===== config.mk =====
export PLATFORM = sky130hd
export DESIGN_NAME = fetch_controller
export DESIGN_NICKNAME = d
export VERILOG_FILES = /design/src/rtl/fetch_controller.sv
export SDC_FILE = /design/constraint.sdc
export NUM_CORES = 1
export LEC_CHECK = 0
export ABC_AREA = 1
export CORE_MARGIN = 1.5
export CORE_UTILIZATION = 56
export DETAILED_ROUTE_END_ITERATION = 10
export PLACE_DENSITY = 0.9
export SYNTH_ARGS = -nofsm -noshare
export SYNTH_HDL_FRONTEND = slang
export SYNTH_SLANG_ARGS = --single-unit

===== constraint.sdc =====
create_clock -name clock -period 9.59 [get_ports clock]
set_clock_uncertainty 0.1 [all_clocks]
set_input_delay 1.4385 -clock clock [delete_from_list [all_inputs] [get_ports clock]]
set_output_delay 1.4385 -clock clock [all_outputs]
set_load 0.02 [all_outputs]

===== src/rtl/fetch_controller.sv =====
// Instruction fetch front end: 2-entry {pc,instr} buffer, 2 cycles issue-to-valid, 1 word/cycle, stalls issue on out_ready=0.
// Optional transfer counter port fetch_count is built when FETCH_COUNT_EN is defined.
module fetch_controller #(
  parameter logic [31:0] RESET_PC = 32'd0
) (
  input  logic        clock,
  input  logic        reset,
  output logic [31:0] imem_sel,
  input  logic [31:0] imem_data,
  input  logic        redirect,
  input  logic [31:0] redirect_pc,
  output logic        out_valid,
  input  logic        out_ready,
  output logic [31:0] out_instr,
  output logic [31:0] out_pc
`ifdef FETCH_COUNT_EN
  ,
  output logic [31:0] fetch_count
`endif
);

  logic [31:0] r_pc_f;
  logic        r_inf_vld;
  logic [31:0] r_inf_pc;
  logic [31:0] r_fifo_pc    [2];
  logic [31:0] r_fifo_instr [2];
  logic        r_rd_ptr;
  logic        r_wr_ptr;
  logic [1:0]  r_count;

  logic [31:0] w_target;
  logic        w_xfer;
  logic        w_push;
  logic        w_issue;
  logic [2:0]  w_occ;
  logic        w_unused_lsb;

  assign w_target     = {redirect_pc[31:2], 2'b00};
  assign w_unused_lsb = ^redirect_pc[1:0];
  assign imem_sel     = redirect ? w_target : r_pc_f;

  assign out_valid = (r_count != 2'd0);
  assign out_pc    = r_fifo_pc[r_rd_ptr];
  assign out_instr = r_fifo_instr[r_rd_ptr];
  assign w_xfer    = out_valid && out_ready;

  // Buffered words plus the one in flight must fit in the buffer after this cycle's pop.
  assign w_occ   = {1'b0, r_count} + {2'b00, r_inf_vld} - {2'b00, w_xfer};
  assign w_issue = redirect || (w_occ < 3'd2);
  assign w_push  = r_inf_vld && !redirect;

  always_ff @(posedge clock) begin
    if (reset) begin
      r_pc_f    <= RESET_PC;
      r_inf_vld <= 1'b0;
      r_inf_pc  <= RESET_PC;
    end else if (w_issue) begin
      r_inf_vld <= 1'b1;
      r_inf_pc  <= imem_sel;
      r_pc_f    <= imem_sel + 32'd4;
    end else begin
      r_inf_vld <= 1'b0;
    end
  end

  always_ff @(posedge clock) begin
    if (reset || redirect) begin
      r_rd_ptr <= 1'b0;
      r_wr_ptr <= 1'b0;
      r_count  <= 2'd0;
    end else begin
      if (w_push) r_wr_ptr <= ~r_wr_ptr;
      if (w_xfer) r_rd_ptr <= ~r_rd_ptr;
      r_count <= r_count + {1'b0, w_push} - {1'b0, w_xfer};
    end
  end

  always_ff @(posedge clock) begin
    if (w_push) begin
      r_fifo_pc[r_wr_ptr]    <= r_inf_pc;
      r_fifo_instr[r_wr_ptr] <= imem_data;
    end
  end

`ifdef FETCH_COUNT_EN
  // A head transfer in a redirect cycle still counts.
  always_ff @(posedge clock) begin
    if (reset)       fetch_count <= 32'd0;
    else if (w_xfer) fetch_count <= fetch_count + 32'd1;
  end
`else
  // No transfer counter in this build.
`endif

endmodule


run_1/gates.png
The bar under the picture is 50 um long.
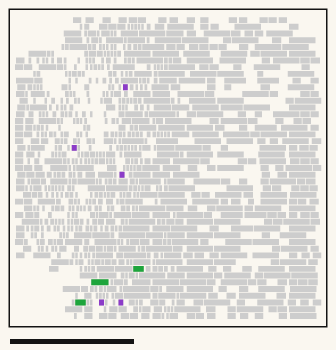
| colour | family | cells |
|---|---|---|
| green | fa/ha/maj cells | 3 |
| purple | and/or cells | 5 |
most frequent logic cell in the layout: nand2_1
multi-input combinational area share: 27.5%

run_1/closeup.png
The bar under the picture is 5 um long. Region (54, 79) to (74, 99) um. Cells in grey, sequential cells in the stronger grey; small squares are vias.
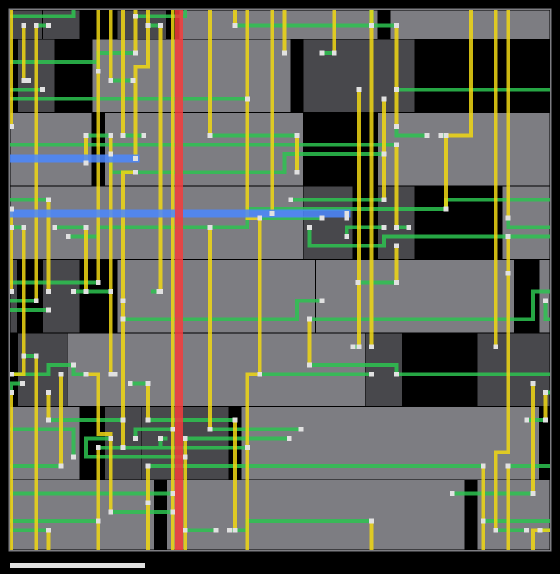
| colour | layer |
|---|---|
| green | M1 |
| blue | M3 |
| red | M4 |
| yellow | M2 |
netlist names of flops here include: r_fifo_pc (5), r_inf_pc (5)
sequential cells in the window: 10
cells with their middle in the window: 20
most frequent: edfxtp_1 (5), dfxtp_1 (5), nor2_1 (3)

run_1/layers.png
The bar under the picture is 50 um long.
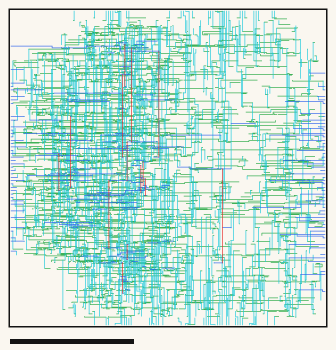
| colour | layer | wire length |
|---|---|---|
| blue | M3 | 1310 um |
| cyan | M2 | 9250 um |
| green | M1 | 8260 um |
| red | M4 | 301 um |
Routed WL per cell: 16.1 um
final WL: 19100 um
GRT Util Overall: 23.8%
vias after detailed routing: 6412

==> out/results.txt, run 1 <==
Comb. pwr = 0.000292 W
Seq group = 0.000975 W
M2 GR Usage = 39.9%
Nets@finish = 1060
Clk tree area frac = 5.58%
Inverter count = 75
Max Cap Viol = 0
Area Growth Syn to Fin = 26.4%
Post-place setup slack = 4480 ps
Fin. Hold Viols = 0
NonClk Buf Share = 15.0%
Achievable Freq = 194 MHz
Ys flops = 196
Final Instance Area = 0.0110 mm2
Final setup fails = 0
Critical-path cell list = buf_2 > inv_8 > or2_2 > o21ai_1 > inv_1 > clkdlybuf4s50_1
# clock sinks = 196
DRC = 0
Adder Share, Synth = 0.516%
Post-CTS Hold Fix Bufs = 0
Drt pass-1 iters = 8
YS warnings = 0
R2r endpoint = r_pc_f[11]
Dominant comb cell = simple AND/OR/NAND/NOR gates
Die width = 128 um
Log Warnings = 28
VDD IR-drop max = 0.000132 V
Critical path endpoint category = primary output
Ys flop type = edfxtp_1
Crit path max fanout = 46
Simple share = 19.3%
Top flop regs = r_fifo_instr x64, r_fifo_pc x64, r_pc_f x32
Critical Path Start Type = input pin
Yosys aoi share = 6.06%
TritonCTS clock tree = yes
Clk pwr share = 36.9%
Pwr Density = 182 mW/mm2
Worst hold stages = 0
Top pwr grp = sequential cells
WP depth = 6
RSZ-0062 raised after global routing = false
Pint = 0.00149 W
CTS Buf Count = 17
Placer Congestion = 0.879
Resized cells post-CTS = 0
Worst Path Buf+Inv = 4
WP data required = 8050 ps
Syn Std Cell Area = 0.00873 mm2
Routed Antenna Nets = 0
Worst slew pin tran = 976 ps
CP peak stage delay = 720 ps
Yosys cell count = 837
Post-CTS setup buffer count = 0
Crit path to = imem_sel[31]
Met3 usage = 4.34%
Met1 GRT Util = 31.4%
Yosys cell types = 45
# Taps = 188
Sequential Power Share = 48.6%
Via density = 5.39
Floorplan utilization = 57.4%
Placement Cell Area = 0.0104 mm2
Path type of the worst min-delay path = reg -> reg
Async set-reset flop share out of synthesis = 0%
GRT Residual Overflow = 0
Sw Pwr = 0.000514 W
Port bufs = 162
Placed cells = 1158
Xor+xnor area frac = 0.401%
Setup ws final = 4430 ps
Final Max Slew Viols = 0
Initial antenna violation count = 0
Deepest clock path buffer count = 2
DIE AREA = 0.0163 mm2
DR top layer = met4
Syn avg cell area = 10.4 um2
YS chip area = 0.00873 mm2
Worst Path Arrival = 3620 ps
Sequential cell area share = 47.2%
Sequential cell area = 0.00521 mm2
First-pass GRT wire length = 30200 um
Critical path's top delay family = buffers and inverters
Total core area = 0.0152 mm2
Top cells, area = edfxtp_1 (44%), dfxtp_1 (16%), mux2_2 (8.3%)
Synth top cells by count = nand2_1 (176), edfxtp_1 (128), nor2_1 (86), inv_1 (69), dfxtp_1 (68)
Post-synth EDFFs = 128
Final Util = 72.6%
Dominant kind of cell = sequential cells
Post-DP HPWL = 12500 um
Comb. cell area = 0.00303 mm2
Area leader share = 44.0%
Clk_lat worst skew = 420 ps
Seq_cells = 196
Sequential cell area fraction in the yosys report = 59.6%
Hold WS = 355 ps
Fillers = 1059
Signal buffers = 167
Largest area contributor in the netlist = edfxtp_1
Met3 wire len = 1310 um
Multiplexer share = 8.26%
Detail Route met2 WL = 9250 um
Outcome = completed
Worst path slowest cell = buf_2
Setup TNS Final = 0 ps
# diodes = 0
Largest net degree at the start of global routing = 80
Count leader, synth = nand2_1
Clk pin slew, worst setup/hold paths = 70 ps
Clock buffers = 17
Switching fraction of total power = 25.6%
Die Span Y = 128 um
RR Startpoint = r_count[1]
Leakage power = 4.23 nW
Tot Pwr = 0.00201 W
Rows = 45
Logic pwr share = 14.6%
CP Launch Point = redirect
Worst Hold Launch = r_inf_pc[17]
Share of layout cells above drive strength 1 = 17.5%
Clock root buffer master = clkbuf_16
Fin cells = 1190
Critical path class = in -> out
Most frequent cells in the layout = nand2_1 (176), clkdlybuf4s50_1 (161), edfxtp_1 (128)
Minimum clock period = 5160 ps
Worst Hold End = r_fifo_pc[1][17]
Multi-input comb cells = 532
Fin crit share = 53.8%
Vias in the first global route = 6097
Clock distribution power = 0.000740 W
Most Crowded Layer GR = met2
I/O pin count = 165
Mapped Cells = 837
DRT met1 WL = 8260 um
FF-to-FF setup slack = 6340 ps
Net Count, Synth = 908
H-tree depth = 4
Max_slew headroom = 34.7%
Detailed Route Iter0 Violations = 500
FF-to-FF path depth = 14
run_1/congestion_map.png
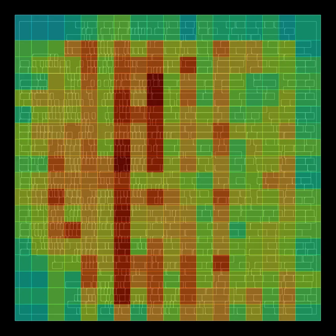

## Run 2: what changed since run 1
--- a/config.mk
+++ b/config.mk
@@ -7,9 +7,9 @@
 export LEC_CHECK = 0
 export ABC_AREA = 1
 export CORE_MARGIN = 1.5
-export CORE_UTILIZATION = 56
+export CORE_UTILIZATION = 52
 export DETAILED_ROUTE_END_ITERATION = 10
-export PLACE_DENSITY = 0.9
+export PLACE_DENSITY = 0.85
 export SYNTH_ARGS = -nofsm -noshare
 export SYNTH_HDL_FRONTEND = slang
 export SYNTH_SLANG_ARGS = --single-unit
==> constraint.sdc (replaced) <==
create_clock -name clock -period 5.2 [get_ports clock]
set_clock_uncertainty 0.1 [all_clocks]
set_input_delay 0.78 -clock clock [delete_from_list [all_inputs] [get_ports clock]]
set_output_delay 0.78 -clock clock [all_outputs]
set_load 0.02 [all_outputs]
run_2/congestion_map.png
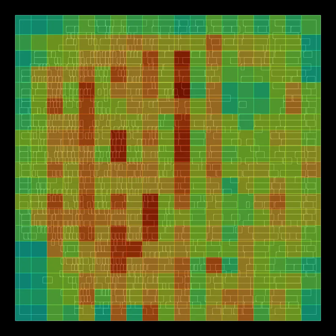
M2 GR Usage: 38.7%
met1 GRT Util: 30.0%

==> out/results.txt, run 2 <==
Path type of the worst min-delay path = reg -> reg
Fillers = 1302 (+23%)
Inverter count = 75 (unchanged)
Syn Std Cell Area = 0.00873 mm2 (unchanged)
RSZ-0062 raised after global routing = false
Sequential Power Share = 49.5% (+0.9 points)
I/O pin count = 165 (unchanged)
Final Util = 67.1% (-5.5 points)
Initial antenna violation count = 0 (unchanged)
CTS Buf Count = 17 (unchanged)
Async set-reset flop share out of synthesis = 0% (unchanged)
Die width = 133 um (+3.7%)
Largest area contributor in the netlist = edfxtp_1
Most Crowded Layer GR = met2
Worst slew pin tran = 1010 ps (+29.8 ps)
Logic pwr share = 14.7% (about the same)
Worst path slowest cell = buf_2
FF-to-FF path depth = 14 (unchanged)
Setup ws final = 1430 ps (-3010 ps)
Detail Route met2 WL = 9560 um (+3.4%)
Final WL = 19400 um (+1.5%)
Clock buffers = 18 (+1)
Clk tree area frac = 5.33% (-0.24 points)
Xor+xnor area frac = 0.401% (unchanged)
Most frequent cells in the layout = nand2_1 (176), clkdlybuf4s50_1 (161), edfxtp_1 (128)
Multi-input comb cells = 532 (unchanged)
RR Startpoint = r_count[1]
Hold WS = 355 ps (-0.0840 ps)
Synth top cells by count = nand2_1 (176), edfxtp_1 (128), nor2_1 (86), inv_1 (69), dfxtp_1 (68)
Clock distribution power = 0.00130 W (+76%)
Worst Hold Launch = r_inf_pc[13]
Worst hold stages = 0 (unchanged)
# diodes = 0 (unchanged)
Critical path class = in -> out
WP data required = 4320 ps (-3730 ps)
Syn avg cell area = 10.4 um2 (unchanged)
Critical path's top delay family = buffers and inverters
Worst Hold End = r_fifo_pc[0][13]
Outcome = completed
Detailed Route Iter0 Violations = 367 (-27%)
Max Cap Viol = 0 (unchanged)
Deepest clock path buffer count = 2 (unchanged)
CP Launch Point = redirect
Nets@finish = 1060 (unchanged)
Seq_cells = 196 (unchanged)
Crit path max fanout = 46 (unchanged)
Routed WL per cell = 15.9 um (-1.1%)
Post-CTS setup buffer count = 0 (unchanged)
Dominant kind of cell = sequential cells
Via density = 5.17 (-4.0%)
Signal buffers = 167 (unchanged)
Multiplexer share = 8.26% (unchanged)
Post-synth EDFFs = 128 (unchanged)
CP peak stage delay = 710 ps (about the same)
Rows = 47 (+4.4%)
DRC = 0 (unchanged)
YS chip area = 0.00873 mm2 (unchanged)
NonClk Buf Share = 15.0% (-0.019 points)
Sw Pwr = 0.000901 W (+75%)
Top pwr grp = sequential cells
Fin cells = 1222 (+2.7%)
Drt pass-1 iters = 5 (-3)
R2r endpoint = r_pc_f[11]
Sequential cell area share = 47.1% (-0.059 points)
Seq group = 0.00180 W (+85%)
WP depth = 6 (unchanged)
Met3 wire len = 1010 um (-23%)
DRT met1 WL = 8620 um (+4.4%)
# Taps = 220 (+17%)
Fin. Hold Viols = 0 (unchanged)
Adder Share, Synth = 0.516% (unchanged)
Switching fraction of total power = 24.8% (-0.84 points)
YS warnings = 0 (unchanged)
DIE AREA = 0.0176 mm2 (+7.5%)
Placed cells = 1190 (+2.8%)
Max_slew headroom = 32.7% (-2.0 points)
Sequential cell area fraction in the yosys report = 59.6% (unchanged)
Crit path to = imem_sel[31]
Sequential cell area = 0.00521 mm2 (unchanged)
Port bufs = 162 (unchanged)
Ys flop type = edfxtp_1
Clock root buffer master = clkbuf_16
Leakage power = 4.21 nW (-0.36%)
Yosys cell count = 837 (unchanged)
Top flop regs = r_fifo_instr x64, r_fifo_pc x64, r_pc_f x32
Yosys cell types = 45 (unchanged)
Fin crit share = 72.6%
Achievable Freq = 265 MHz
Post-CTS Hold Fix Bufs = 0 (unchanged)
Critical path endpoint category = primary output
FF-to-FF setup slack = 1970 ps (-4370 ps)
Worst Path Buf+Inv = 4 (unchanged)
Ys flops = 196 (unchanged)
Pint = 0.00274 W (+83%)
Largest net degree at the start of global routing = 80 (unchanged)
Log Warnings = 28 (unchanged)
Area Growth Syn to Fin = 26.6%
Floorplan utilization = 53.0% (-4.4 points)
Minimum clock period = 3770 ps
Placement Cell Area = 0.0105 mm2 (+0.38%)
run_2/gates.png
The bar under the picture is 50 um long.
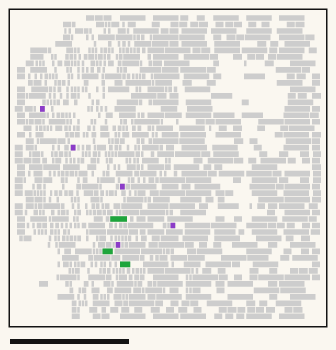

## Run 3: what changed since run 2
==> constraint.sdc (replaced) <==
create_clock -name clock -period 3.9 [get_ports clock]
set_clock_uncertainty 0.1 [all_clocks]
set_input_delay 0.585 -clock clock [delete_from_list [all_inputs] [get_ports clock]]
set_output_delay 0.585 -clock clock [all_outputs]
set_load 0.02 [all_outputs]
run_3/gates.png
The bar under the picture is 50 um long.
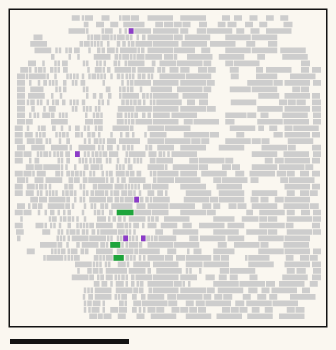
| colour | family | cells |
|---|---|---|
| purple | and/or cells | 5 |
| green | fa/ha/maj cells | 3 |
multi-input combinational area share: 27.4%
fin cells: 1227

==> out/results.txt, run 3 <==
Outcome = completed
Sequential cell area fraction in the yosys report = 59.6% (unchanged)
Placed cells = 1195 (+0.42%)
Post-DP HPWL = 13000 um
Log Warnings = 28 (unchanged)
FF-to-FF path depth = 14 (unchanged)
Signal buffers = 172 (+3.0%)
Clock buffers = 18 (unchanged)
Top cells, area = edfxtp_1 (44%), dfxtp_1 (16%), mux2_2 (8.3%)
Die width = 133 um (unchanged)
CP Launch Point = redirect
Worst path slowest cell = clkdlybuf4s50_1
Post-synth EDFFs = 128 (unchanged)
Deepest clock path buffer count = 2 (unchanged)
CTS Buf Count = 17 (unchanged)
RSZ-0062 raised after global routing = false
Critical Path Start Type = input pin
Nets@finish = 1065 (+0.47%)
Area Growth Syn to Fin = 26.9%
DIE AREA = 0.0176 mm2 (unchanged)
Via density = 5.18 (about the same)
Post-CTS Hold Fix Bufs = 0 (unchanged)
WP data required = 3210 ps (-1110 ps)
First-pass GRT wire length = 30300 um
Initial antenna violation count = 0 (unchanged)
Adder Share, Synth = 0.516% (unchanged)
Ys flop type = edfxtp_1
Top flop regs = r_fifo_instr x64, r_fifo_pc x64, r_pc_f x32
Worst slew pin tran = 884 ps (-123 ps)
GRT Util Overall = 22.1%
Worst hold stages = 0 (unchanged)
Fillers = 1258 (-3.4%)
Critical path's top delay family = buffers and inverters
# diodes = 0 (unchanged)
Comb. cell area = 0.00303 mm2
Clock root buffer master = clkbuf_16
Critical path endpoint category = primary output
Simple share = 19.3%
Sequential cell area = 0.00521 mm2 (unchanged)
Drt pass-1 iters = 5 (unchanged)
Clk tree area frac = 4.95% (-0.39 points)
Critical-path cell list = buf_2 > inv_8 > or2_2 > o21ai_1 > inv_1 > clkdlybuf4s50_1
Floorplan utilization = 53.0% (unchanged)
GRT Residual Overflow = 0
Yosys cell types = 45 (unchanged)
DR top layer = met4
Top pwr grp = sequential cells
Largest area contributor in the netlist = edfxtp_1
Synth top cells by count = nand2_1 (176), edfxtp_1 (128), nor2_1 (86), inv_1 (69), dfxtp_1 (68)
Rows = 47 (unchanged)
Sequential cell area share = 47.0% (-0.14 points)
Final setup fails = 0
Max_slew headroom = 41.0% (+8.3 points)
Pint = 0.00349 W (+27%)
DRT met1 WL = 8280 um (-4.0%)
Final Util = 67.3% (+0.21 points)
CP peak stage delay = 560 ps (-150 ps)
Worst Path Arrival = 2430 ps
Yosys cell count = 837 (unchanged)
R2r endpoint = r_pc_f[11]
Met3 usage = 4.83%
NonClk Buf Share = 15.6% (+0.63 points)
Async set-reset flop share out of synthesis = 0% (unchanged)
Detailed Route Iter0 Violations = 458 (+25%)
Worst Hold End = r_fifo_pc[0][5]
Switching fraction of total power = 26.5% (+1.7 points)
Sequential Power Share = 50.5% (+1.0 points)
Most frequent logic cell in the layout = nand2_1
Leakage power = 4.23 nW (+0.48%)
Yosys aoi share = 6.06%
Most frequent cells in the layout = nand2_1 (176), clkdlybuf4s50_1 (161), edfxtp_1 (128)
YS chip area = 0.00873 mm2 (unchanged)
Final WL = 18800 um (-3.0%)
Sw Pwr = 0.00126 W (+40%)
Resized cells post-CTS = 0
Clock distribution power = 0.00163 W (+25%)
Ys flops = 196 (unchanged)
# clock sinks = 196
DRC = 0 (unchanged)
Crit path max fanout = 43 (-6.5%)
Fin. Hold Viols = 0 (unchanged)
Achievable Freq = 321 MHz
Crit path to = imem_sel[31]
Clk pin slew, worst setup/hold paths = 70 ps
Multi-input comb cells = 532 (unchanged)
Detail Route met2 WL = 9160 um (-4.1%)
Seq_cells = 196 (unchanged)
Largest net degree at the start of global routing = 51 (-36%)
Minimum clock period = 3120 ps
Most Crowded Layer GR = met2
Net Count, Synth = 908
# Taps = 220 (unchanged)
Post-CTS setup buffer count = 0 (unchanged)
Multiplexer share = 8.26% (unchanged)
Placer Congestion = 0.947
Logic pwr share = 15.2% (+0.5 points)
Total core area = 0.0165 mm2
Path type of the worst min-delay path = reg -> reg
Syn avg cell area = 10.4 um2 (unchanged)
Area leader share = 44.0%
Placement Cell Area = 0.0105 mm2 (+0.72%)
Clk pwr share = 34.3%
M2 GR Usage = 37.6% (-1.1 points)
Worst Path Buf+Inv = 4 (unchanged)
YS warnings = 0 (unchanged)
FF-to-FF setup slack = 950 ps (-1020 ps)
RR Startpoint = r_count[1]
Critical path class = in -> out
Max Cap Viol = 0 (unchanged)
Inverter count = 75 (unchanged)
WP depth = 6 (unchanged)
Fin crit share = 79.9%
Xor+xnor area frac = 0.401% (unchanged)
VDD IR-drop max = 0.000330 V
Hold WS = 356 ps (+0.433 ps)
Met3 wire len = 1200 um (+19%)
Die Span Y = 133 um
Dominant comb cell = simple AND/OR/NAND/NOR gates
Met1 GRT Util = 28.5% (-1.5 points)
Syn Std Cell Area = 0.00873 mm2 (unchanged)
I/O pin count = 165 (unchanged)
Worst Hold Launch = r_inf_pc[5]
Seq group = 0.00240 W (+33%)
Routed WL per cell = 15.3 um (-3.4%)
Setup ws final = 783 ps (-643 ps)
Port bufs = 162 (unchanged)
Dominant kind of cell = sequential cells
Power and IR drop assume default switching activity.
